[src/rtl/comproc_pkg.sv]
// comproc_pkg: types and constants shared by the comproc stack CPU decoder.
//   src_a_t  - ALU A-source select codes
//   ALU_*    - ALU function codes used by the decoder
//   OP_*     - opcode group values of insn[15:12] (insn[15]=0 is push uimm15)
//   ctrl_t   - packed control bundle driven to the datapath
package comproc_pkg;

    typedef enum logic [1:0] {
        SRC_STK0 = 2'd0,
        SRC_FP   = 2'd1,
        SRC_IP   = 2'd2,
        SRC_CSTK = 2'd3
    } src_a_t;

    localparam logic [5:0] ALU_PASS_A = 6'h00;
    localparam logic [5:0] ALU_PASS_B = 6'h0F;
    localparam logic [5:0] ALU_AND    = 6'h10;
    localparam logic [5:0] ALU_ADD    = 6'h20;

    // insn[14:12] when insn[15]=1
    localparam logic [2:0] OP_JMP   = 3'b000;
    localparam logic [2:0] OP_ADDFP = 3'b001;
    localparam logic [2:0] OP_LOAD  = 3'b010;
    localparam logic [2:0] OP_STORE = 3'b011;
    localparam logic [2:0] OP_ALU   = 3'b111;

    localparam logic [15:0] MASK_UIMM15 = 16'h7FFF;
    localparam logic [15:0] MASK_REL12  = 16'h0FFE;
    localparam logic [15:0] MASK_MEM10  = 16'h03FE;

    typedef struct packed {
        logic        imm;
        logic [15:0] imm_mask;
        src_a_t      src_a;
        logic [5:0]  alu_sel;
        logic        wr_stk1;
        logic        load;
        logic        pop;
        logic        push;
        logic        load_fp;
        logic        load_ip;
        logic        byt;
        logic        wr;
    } ctrl_t;

    localparam ctrl_t CTRL_NOP = '0;

endpackage

[src/rtl/insn_decode_comb.sv]
// insn_decode_comb: purely combinational map from a 16-bit comproc
// instruction word to the datapath control bundle.
//   insn  in  16       instruction word
//   ctrl  out ctrl_t   decoded controls (NOP bundle for reserved encodings)
module insn_decode_comb
    import comproc_pkg::*;
(
    input  logic [15:0] insn,
    output ctrl_t       ctrl
);

    always_comb begin
        ctrl = CTRL_NOP;
        if (!insn[15]) begin
            ctrl.imm      = 1'b1;
            ctrl.imm_mask = MASK_UIMM15;
            ctrl.alu_sel  = ALU_PASS_B;
            ctrl.push     = 1'b1;
        end else begin
            case (insn[14:12])
                OP_JMP: begin
                    ctrl.imm      = 1'b1;
                    ctrl.imm_mask = MASK_REL12;
                    ctrl.src_a    = SRC_IP;
                    ctrl.alu_sel  = ALU_ADD;
                    ctrl.load_ip  = 1'b1;
                end
                OP_ADDFP: begin
                    ctrl.imm      = 1'b1;
                    ctrl.imm_mask = MASK_REL12;
                    ctrl.src_a    = SRC_FP;
                    ctrl.alu_sel  = ALU_ADD;
                    ctrl.load_fp  = 1'b1;
                end
                OP_LOAD, OP_STORE: begin
                    ctrl.imm      = 1'b1;
                    ctrl.imm_mask = MASK_MEM10;
                    ctrl.src_a    = src_a_t'(insn[11:10]);
                    ctrl.alu_sel  = ALU_ADD;
                    ctrl.byt      = insn[0];
                    if (insn[12]) begin
                        ctrl.wr  = 1'b1;
                        ctrl.pop = 1'b1;
                    end else begin
                        ctrl.load = 1'b1;
                        // With base stk0 the loaded data overwrites the address on top.
                        ctrl.push = (insn[11:10] != SRC_STK0);
                    end
                end
                OP_ALU: begin
                    if (insn[11:7] == 5'd0) begin
                        ctrl.src_a   = SRC_STK0;
                        ctrl.alu_sel = insn[5:0];
                        ctrl.pop     = insn[6];
                    end
                end
                default: ctrl = CTRL_NOP;
            endcase
        end
    end

endmodule

[src/rtl/insn_decoder.sv]
// insn_decoder: registered instruction decoder for the comproc stack CPU.
// Decodes insn every cycle with one cycle of latency; reset forces the NOP
// bundle asynchronously.
//   clk       in   1   system clock, rising edge
//   rst_n     in   1   async active-low reset
//   insn      in  16   instruction word
//   imm       out  1   ALU B operand is insn & imm_mask
//   imm_mask  out 16   immediate field mask
//   src_a     out  2   ALU A source (stk0, fp, ip, cstk)
//   alu_sel   out  6   ALU function code
//   wr_stk1   out  1   write result into stack entry 1
//   load      out  1   memory read
//   pop       out  1   pop data stack
//   push      out  1   push data stack
//   load_fp   out  1   FP <= ALU result
//   load_ip   out  1   IP <= ALU result
//   byt       out  1   byte-wide memory access
//   wr        out  1   memory write
module insn_decoder
    import comproc_pkg::*;
(
    input  logic        clk,
    input  logic        rst_n,
    input  logic [15:0] insn,
    output logic        imm,
    output logic [15:0] imm_mask,
    output logic [1:0]  src_a,
    output logic [5:0]  alu_sel,
    output logic        wr_stk1,
    output logic        load,
    output logic        pop,
    output logic        push,
    output logic        load_fp,
    output logic        load_ip,
    output logic        byt,
    output logic        wr
);

    ctrl_t ctrl_d;
    ctrl_t ctrl_q;

    insn_decode_comb u_decode (
        .insn (insn),
        .ctrl (ctrl_d)
    );

    always_ff @(posedge clk or negedge rst_n) begin
        if (!rst_n) begin
            ctrl_q <= CTRL_NOP;
        end else begin
            ctrl_q <= ctrl_d;
        end
    end

    assign imm      = ctrl_q.imm;
    assign imm_mask = ctrl_q.imm_mask;
    assign src_a    = ctrl_q.src_a;
    assign alu_sel  = ctrl_q.alu_sel;
    assign wr_stk1  = ctrl_q.wr_stk1;
    assign load     = ctrl_q.load;
    assign pop      = ctrl_q.pop;
    assign push     = ctrl_q.push;
    assign load_fp  = ctrl_q.load_fp;
    assign load_ip  = ctrl_q.load_ip;
    assign byt      = ctrl_q.byt;
    assign wr       = ctrl_q.wr;

endmodule

[config.mk]
export PLATFORM = sky130hd
export DESIGN_NAME = insn_decoder
export DESIGN_NICKNAME = d
export VERILOG_FILES = /design/src/rtl/comproc_pkg.sv /design/src/rtl/insn_decode_comb.sv /design/src/rtl/insn_decoder.sv
export SDC_FILE = /design/constraint.sdc
export NUM_CORES = 1
export LEC_CHECK = 0
export ABC_AREA = 1
export CORE_MARGIN = 8
export CORE_UTILIZATION = 30
export CTS_CLUSTER_SIZE = 16
export DETAILED_ROUTE_END_ITERATION = 16
export GPL_TIMING_DRIVEN = 0
export PLACE_DENSITY = 0.77
export RECOVER_POWER = 50
export SETUP_SLACK_MARGIN = 0.05
export SYNTH_ARGS = -nofsm -noshare
export SYNTH_HDL_FRONTEND = slang
export SYNTH_SLANG_ARGS = --single-unit
[constraint.sdc]
create_clock -name clk -period 0.8 [get_ports clk]
set_input_delay 0.2 -clock clk [delete_from_list [all_inputs] [get_ports clk]]
set_output_delay 0.2 -clock clk [all_outputs]
set_load 0.01 [all_outputs]
==> run_1/layer_met3.png <==
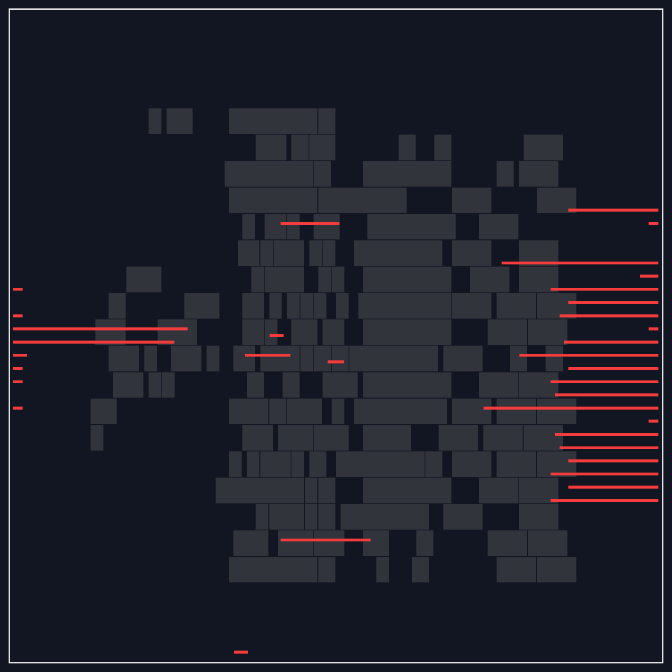
nets with wire on the layer = 32
share of all routed wire = 12%
DR vias: 706
GR Util met3: 0.01987
final WL: 2123 microns

==> run_1/flops_by_reg.png <==
Bar = 20 microns. Other sequential cells in the stronger gray, the rest of the logic in the fainter gray.
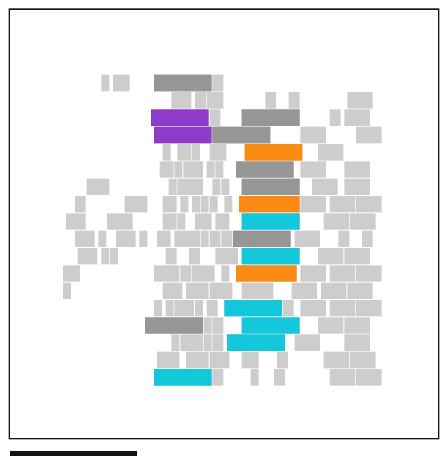
orange -> `imm_mask`  # flops 3
cyan -> `alu_sel`  # flops 6
purple -> `src_a`  # flops 2
not colored = 7
P_seq: 0.964 mW
sequential share of cell area: 0.3241

==> results.toml, run 1 <==
# flow metrics
[run_status]
status = "finished, violations left"
failed_checks = "hold timing, setup timing"

[final_layout]
buffers = 67
n_antenna_cell = 0
synthToLayoutAreaGrowth_pct = 77.58
comb_share = 0.1540
ff_count = 18
ff_latch_area_sq_um = 452.9
largest_reg_flops = 6
nets = 156
clkCellAreaFrac = 0.02596
fin_area_sq_um = 1398
biggestCellCategory = "non-clock buffers"
final.fill_count = 231
final_util = 0.5641
n_all_inverters = 10
layout-drive-gt1-share = 0.4818
multi_input_comb_cells = 38
clkbuf_count = 4
logic_area_sq_um = 215.2
instances_no_fill = 167
nonClkBufAreaFrac = 0.4423

[detailed_routing]
drt_iter0_drc = 8
drc = 0
post_drt_via_cell_ratio = 4.228
firstDrtPassIters = 4
antenna_left = 0
routedWlPerCell_microns = 12.71

[power]
peakVddDrop_uv = 641.9
leakagePower_nw = 0.7291
seqPwrFrac = 0.491
comb_power_share = 0.235
maxPowerGroup = "sequential cells"
comb-power_mw = 0.461
power.density_nw_per_um2 = 1405
p_clk_mw = 0.538
total_power_mw = 1.963
pwr-share-clk = 0.274
internal_power_mw = 1.485
p_sw_mw = 0.4782
switching_share = 0.2435

[worst_setup_path]
crit_start = "imm_mask[9]"
start_kind = "register"
critical_path_class = "reg2out"
cp.required_ns = 0.60
critical_path.endpoint = "imm_mask[1]"
critPathCaptureType = "output port"
arrival_ns = 1.09
path_max_fanout = 5

[clock_tree]
cts_buffers = 3
clockBufferDepth = 2
clk_pin_slew_ns = 0.09
postCtsSetupBuffers = 5
cts-resized-gates = 170
ctsHoldBuffers = 0
cts_root_buf = "clkbuf_4"
cts_htree_levels = 1
cts_tree = "built"
cts_sinks = 18

[synthesis]
yosys_area_sq_um = 787.0
top_area_frac = 0.5723
synth_cell_types = 18
logic_family = "buffers and inverters"
ys_async_sr_fraction = 1.000
top_cell = "dfrtp_1"
synth.mux.area_fraction = 0
ys_seq_share = 0.5723
yosys_warnings = 0
synth-cells-yosys = 81
flop_cell = "dfrtp_1"
ys_sh_xor = 0
post_synth.cell_area_avg_sq_um = 9.716
syn_area_sq_um = 787.0
synthAoiAreaFrac = 0.06518
top_area_cell = "dfrtp_1"
ys_top_cells_by_count = "dfrtp_1, buf_4, nand2_1"
synthCells = 81
synthAdderAreaFrac = 0
ys_seq_elements = 18
ys_sh_simple = 0.1606
synth-edff-count = 0
area_leaders = "dfrtp_1, buf_4, nand2_1"

[sta]
max_clock_freq_mhz = 774.5
setup_ws_ns = -0.4911
hold_viol = 18
rsz0062_at_grt = "true"
finalClockPeriodUsage = 1.614
min_period_ns = 1.291
final.setup.tns_ns = -9.672
finalSetupViolations = 31
slew_viol_final = 0
maxSlewHeadroom = 0.4230
worstMarginPinSlew_ns = 0.8655
whs_ns = -0.01940

[placed_design]
io_buffers = 48
placed_cell_area_sq_um = 1323
place_worst_setup_slack_ns = -0.4978
gp_congestion = 0.7525
dpl.cell_count = 160
dp_hpwl_microns = 1680

[floorplanning]
initial_core_util = 0.3177
die_x_microns = 67.22
num_rows = 18
tapCellCount = 30
die_height_microns = 67.22
io_pins = 51
core_area_sq_um = 2477
chipArea_sq_um = 4519

[global_route]
overflow = 0
antenna_found_initial = 0
grt_usage = 0.09165
grt_pass1_wl_microns = 3153
grt_pass1_vias = 737
grt_start_max_net_pins = 19

[run]
cap_viol_max_count = 0
warnings = 29

[min_path]
worstHoldPathType = "in2async"
==> run_1/layer_met1.png <==
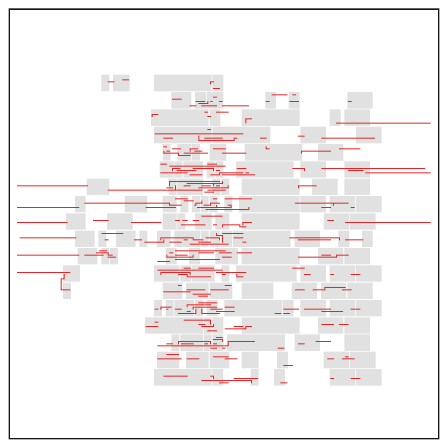
longest straight run = 16.1 microns
nets with wire on the layer = 132
main direction = horizontal
wire length on this layer = 662 microns
met1 Resource Use GR: 0.07918

==> run_1/layer_met2.png <==
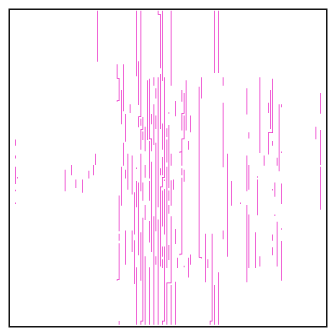
wire length on this layer = 1150 microns
share of all routed wire = 54%
main direction = vertical
nets with wire on the layer = 132
GR Util met2: 0.1780

-- run 1: placed cells by master (no fill, tap or decap), drive strengths merged --
master,instances
nor3,1
nor2,9
o21ai,4
dfrtp,18
a21oi,1
buf,49
inv,10
conb,2
clkdlybuf4s50,6
o22ai,3
clkbuf,7
dlygate4sd2,7
or2,1
clkdlybuf4s15,2
nand3,3
o31ai,1
nand2,13
-- run 1: per-layer routing --
layer | vias up | track usage | part of all wire
met5 | - | 0 | 0
met3 | 5 | 0.01987 | 0.12
met2 | 36 | 0.1780 | 0.54
li1 | 347 | - | -
met1 | 318 | 0.07918 | 0.31
met4 | 0 | 0.07050 | 0.030
-- run 1: critical path, stage by stage (launching register included) --
cell and delay [ns]:
dfrtp_2 0.44, buf_6 0.14, buf_6 0.10, buf_6 0.11
==> run_1/congestion.png <==
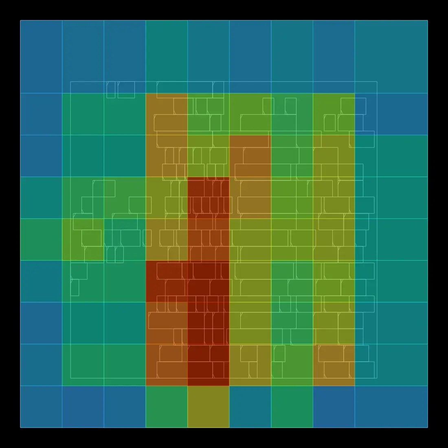

==> run 1 -> run 2 <==
- TNS_END_PERCENT: unset -> 50
==> run_2/congestion.png <==
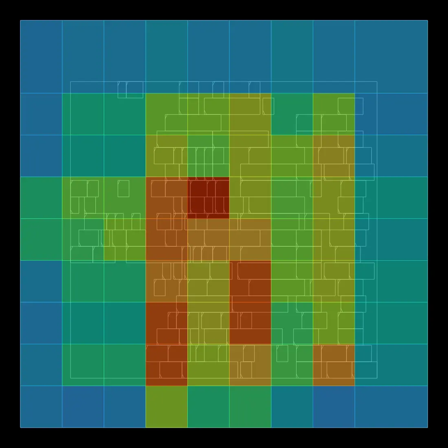
Top Usage Layer GRT: met2
met1 Resource Use GR: 0.09687
WL/cell: 12.96 microns
Core Util, Final: 0.5657
GR Util met3: 0.01490

==> run_2/flops_by_reg.png <==
Bar = 20 microns. Other sequential cells in the stronger gray, the rest of the logic in the fainter gray.
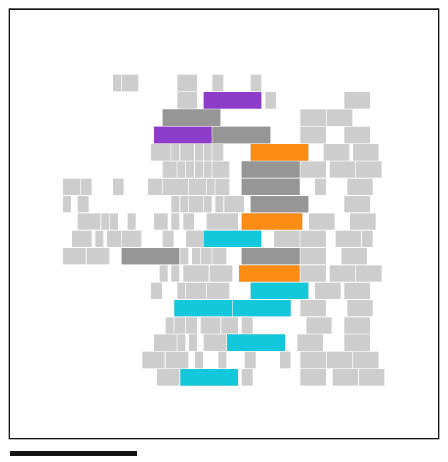
purple -> `src_a`  # flops 2
orange -> `imm_mask`  # flops 3
cyan -> `alu_sel`  # flops 6
not colored = 7
P_seq: 0.966 mW
storage element area: 452.9 sq um
sequential share of cell area: 0.3232

==> run 2 against run 1 <==
Net effect: the flow still finishes with violations (hold timing, setup timing); via count increased by 2.3%; die area did not move; maximum frequency fell by 0.43%; area after synthesis unchanged; cell count did not move; critical endpoint is now imm_mask[3]; largest power group unchanged.
==> results.toml, run 2 <==
# flow metrics
[min_path]
worstHoldPathType = "in2async"

[power]
p_clk_mw = 0.551
seqPwrFrac = 0.487
comb_power_share = 0.235
switching_share = 0.2480
leakagePower_nw = 0.7187
internal_power_mw = 1.491
p_sw_mw = 0.4918
peakVddDrop_uv = 661.4
pwr-share-clk = 0.278
power.density_nw_per_um2 = 1415
maxPowerGroup = "sequential cells"

[final_layout]
multi_input_comb_cells = 38
logic_area_sq_um = 206.4
comb_share = 0.1473
final.fill_count = 227
ff_count = 18
fin_area_sq_um = 1401
synthToLayoutAreaGrowth_pct = 78.06
largest_reg_flops = 6
biggestCellCategory = "non-clock buffers"
final_cell_mix = "buf_6, dfrtp_1, nand2_1, buf_2, inv_1"
clkCellAreaFrac = 0.02589
clkbuf_count = 4
nonClkBufAreaFrac = 0.4500
n_antenna_cell = 0
nets = 156
buffers = 67
lay_top_count = "buf_6"

[floorplanning]
num_rows = 18
io_pins = 51
core_area_sq_um = 2477
die_height_microns = 67.22
tapCellCount = 30
chipArea_sq_um = 4519

[synthesis]
yosys_area_sq_um = 787.0
synthCells = 81
synth-cells-yosys = 81
flop_cell = "dfrtp_1"
ys_seq_elements = 18
top_area_cell = "dfrtp_1"
ys_async_sr_fraction = 1.000
yosys_warnings = 0
post_synth.cell_area_avg_sq_um = 9.716
synthAoiAreaFrac = 0.06518
ys_sh_xor = 0
syn_area_sq_um = 787.0
synth_cell_types = 18

[detailed_routing]
highest_layer = "met4"
drt_iter0_drc = 14
firstDrtPassIters = 4
met3_length_microns = 265
wl_met2_microns = 1107

[sta]
finalSetupViolations = 31
max_clock_freq_mhz = 771.2
whs_ns = -0.009521
setup_ws_ns = -0.4967
hold_viol = 8
maxSlewHeadroom = 0.4084
worstMarginPinSlew_ns = 0.8874
min_period_ns = 1.297
rsz0062_at_grt = "true"
finalClockPeriodUsage = 1.621
slew_viol_final = 0

[clock_tree]
cts_sinks = 18
cts_buffers = 3
cts_htree_levels = 1
clockBufferDepth = 2
cts_tree = "built"

[placed_design]
gp_congestion = 0.7382
dp_hpwl_microns = 1738
placed_cell_area_sq_um = 1310

[run]
cap_viol_max_count = 0

[worst_setup_path]
crit_chain = "buf_6 -> buf_6 -> buf_6"
critical_path.endpoint = "imm_mask[3]"
arrival_ns = 1.10
crit_top_cell = "buf_6"
path_max_fanout = 5
cp.required_ns = 0.60
critPathTopFamily = "flip-flops"
start_kind = "register"
max_stage_delay_ns = 0.44
crit_start = "imm_mask[9]"
crit_slowest_cell = "dfrtp_2"
path_depth = 3
critPathCaptureType = "output port"

[global_route]
grt_usage = 0.09271
grt_start_max_net_pins = 19
grt_pass1_vias = 718
grt_pass1_wl_microns = 3229

[run_status]
status = "finished, violations left"
failed_checks = "hold timing, setup timing"
==> run_2/layer_met2.png <==
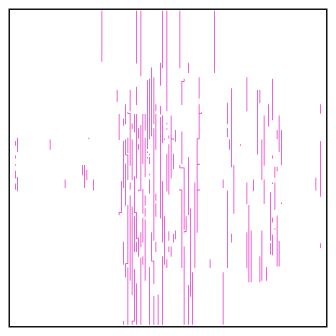
wire length on this layer = 1110 microns
longest straight run = 23.8 microns
nets with wire on the layer = 137
main direction = vertical
share of all routed wire = 51%
GR Util met2: 0.1673
final WL: 2165 microns
DR vias: 722

==> run 2: cell counts after synthesis <==
Identical to the previous run, type by type.
==> run 2: through the flow <==
stage | setup slack, ns | setup TNS (ns) | total power [mW] | cells
6_report | -0.4967 | -9.665 | 1.983 | 167
5_1_grt | -0.5273 | -10.65 | 2.063 | 167
4_1_cts | -0.4877 | -9.725 | 1.979 | 167
3_5_place_dp | -0.5018 | -24.73 | 1.422 | 160
3_3_place_gp | -0.4637 | -23.15 | 1.408 | 160
2_1_floorplan | -0.008435 | -0.07591 | 1.147 | 82
==> run 2: repair_timing <==
item | in CTS | in global routing
pin swaps | 5 | 3
resized | 175 | 18
setup endpoints to repair | 66 | 39
buffers inserted | 3 | 0
Power figures rest on the tool's default switching activity, not on a simulated workload.
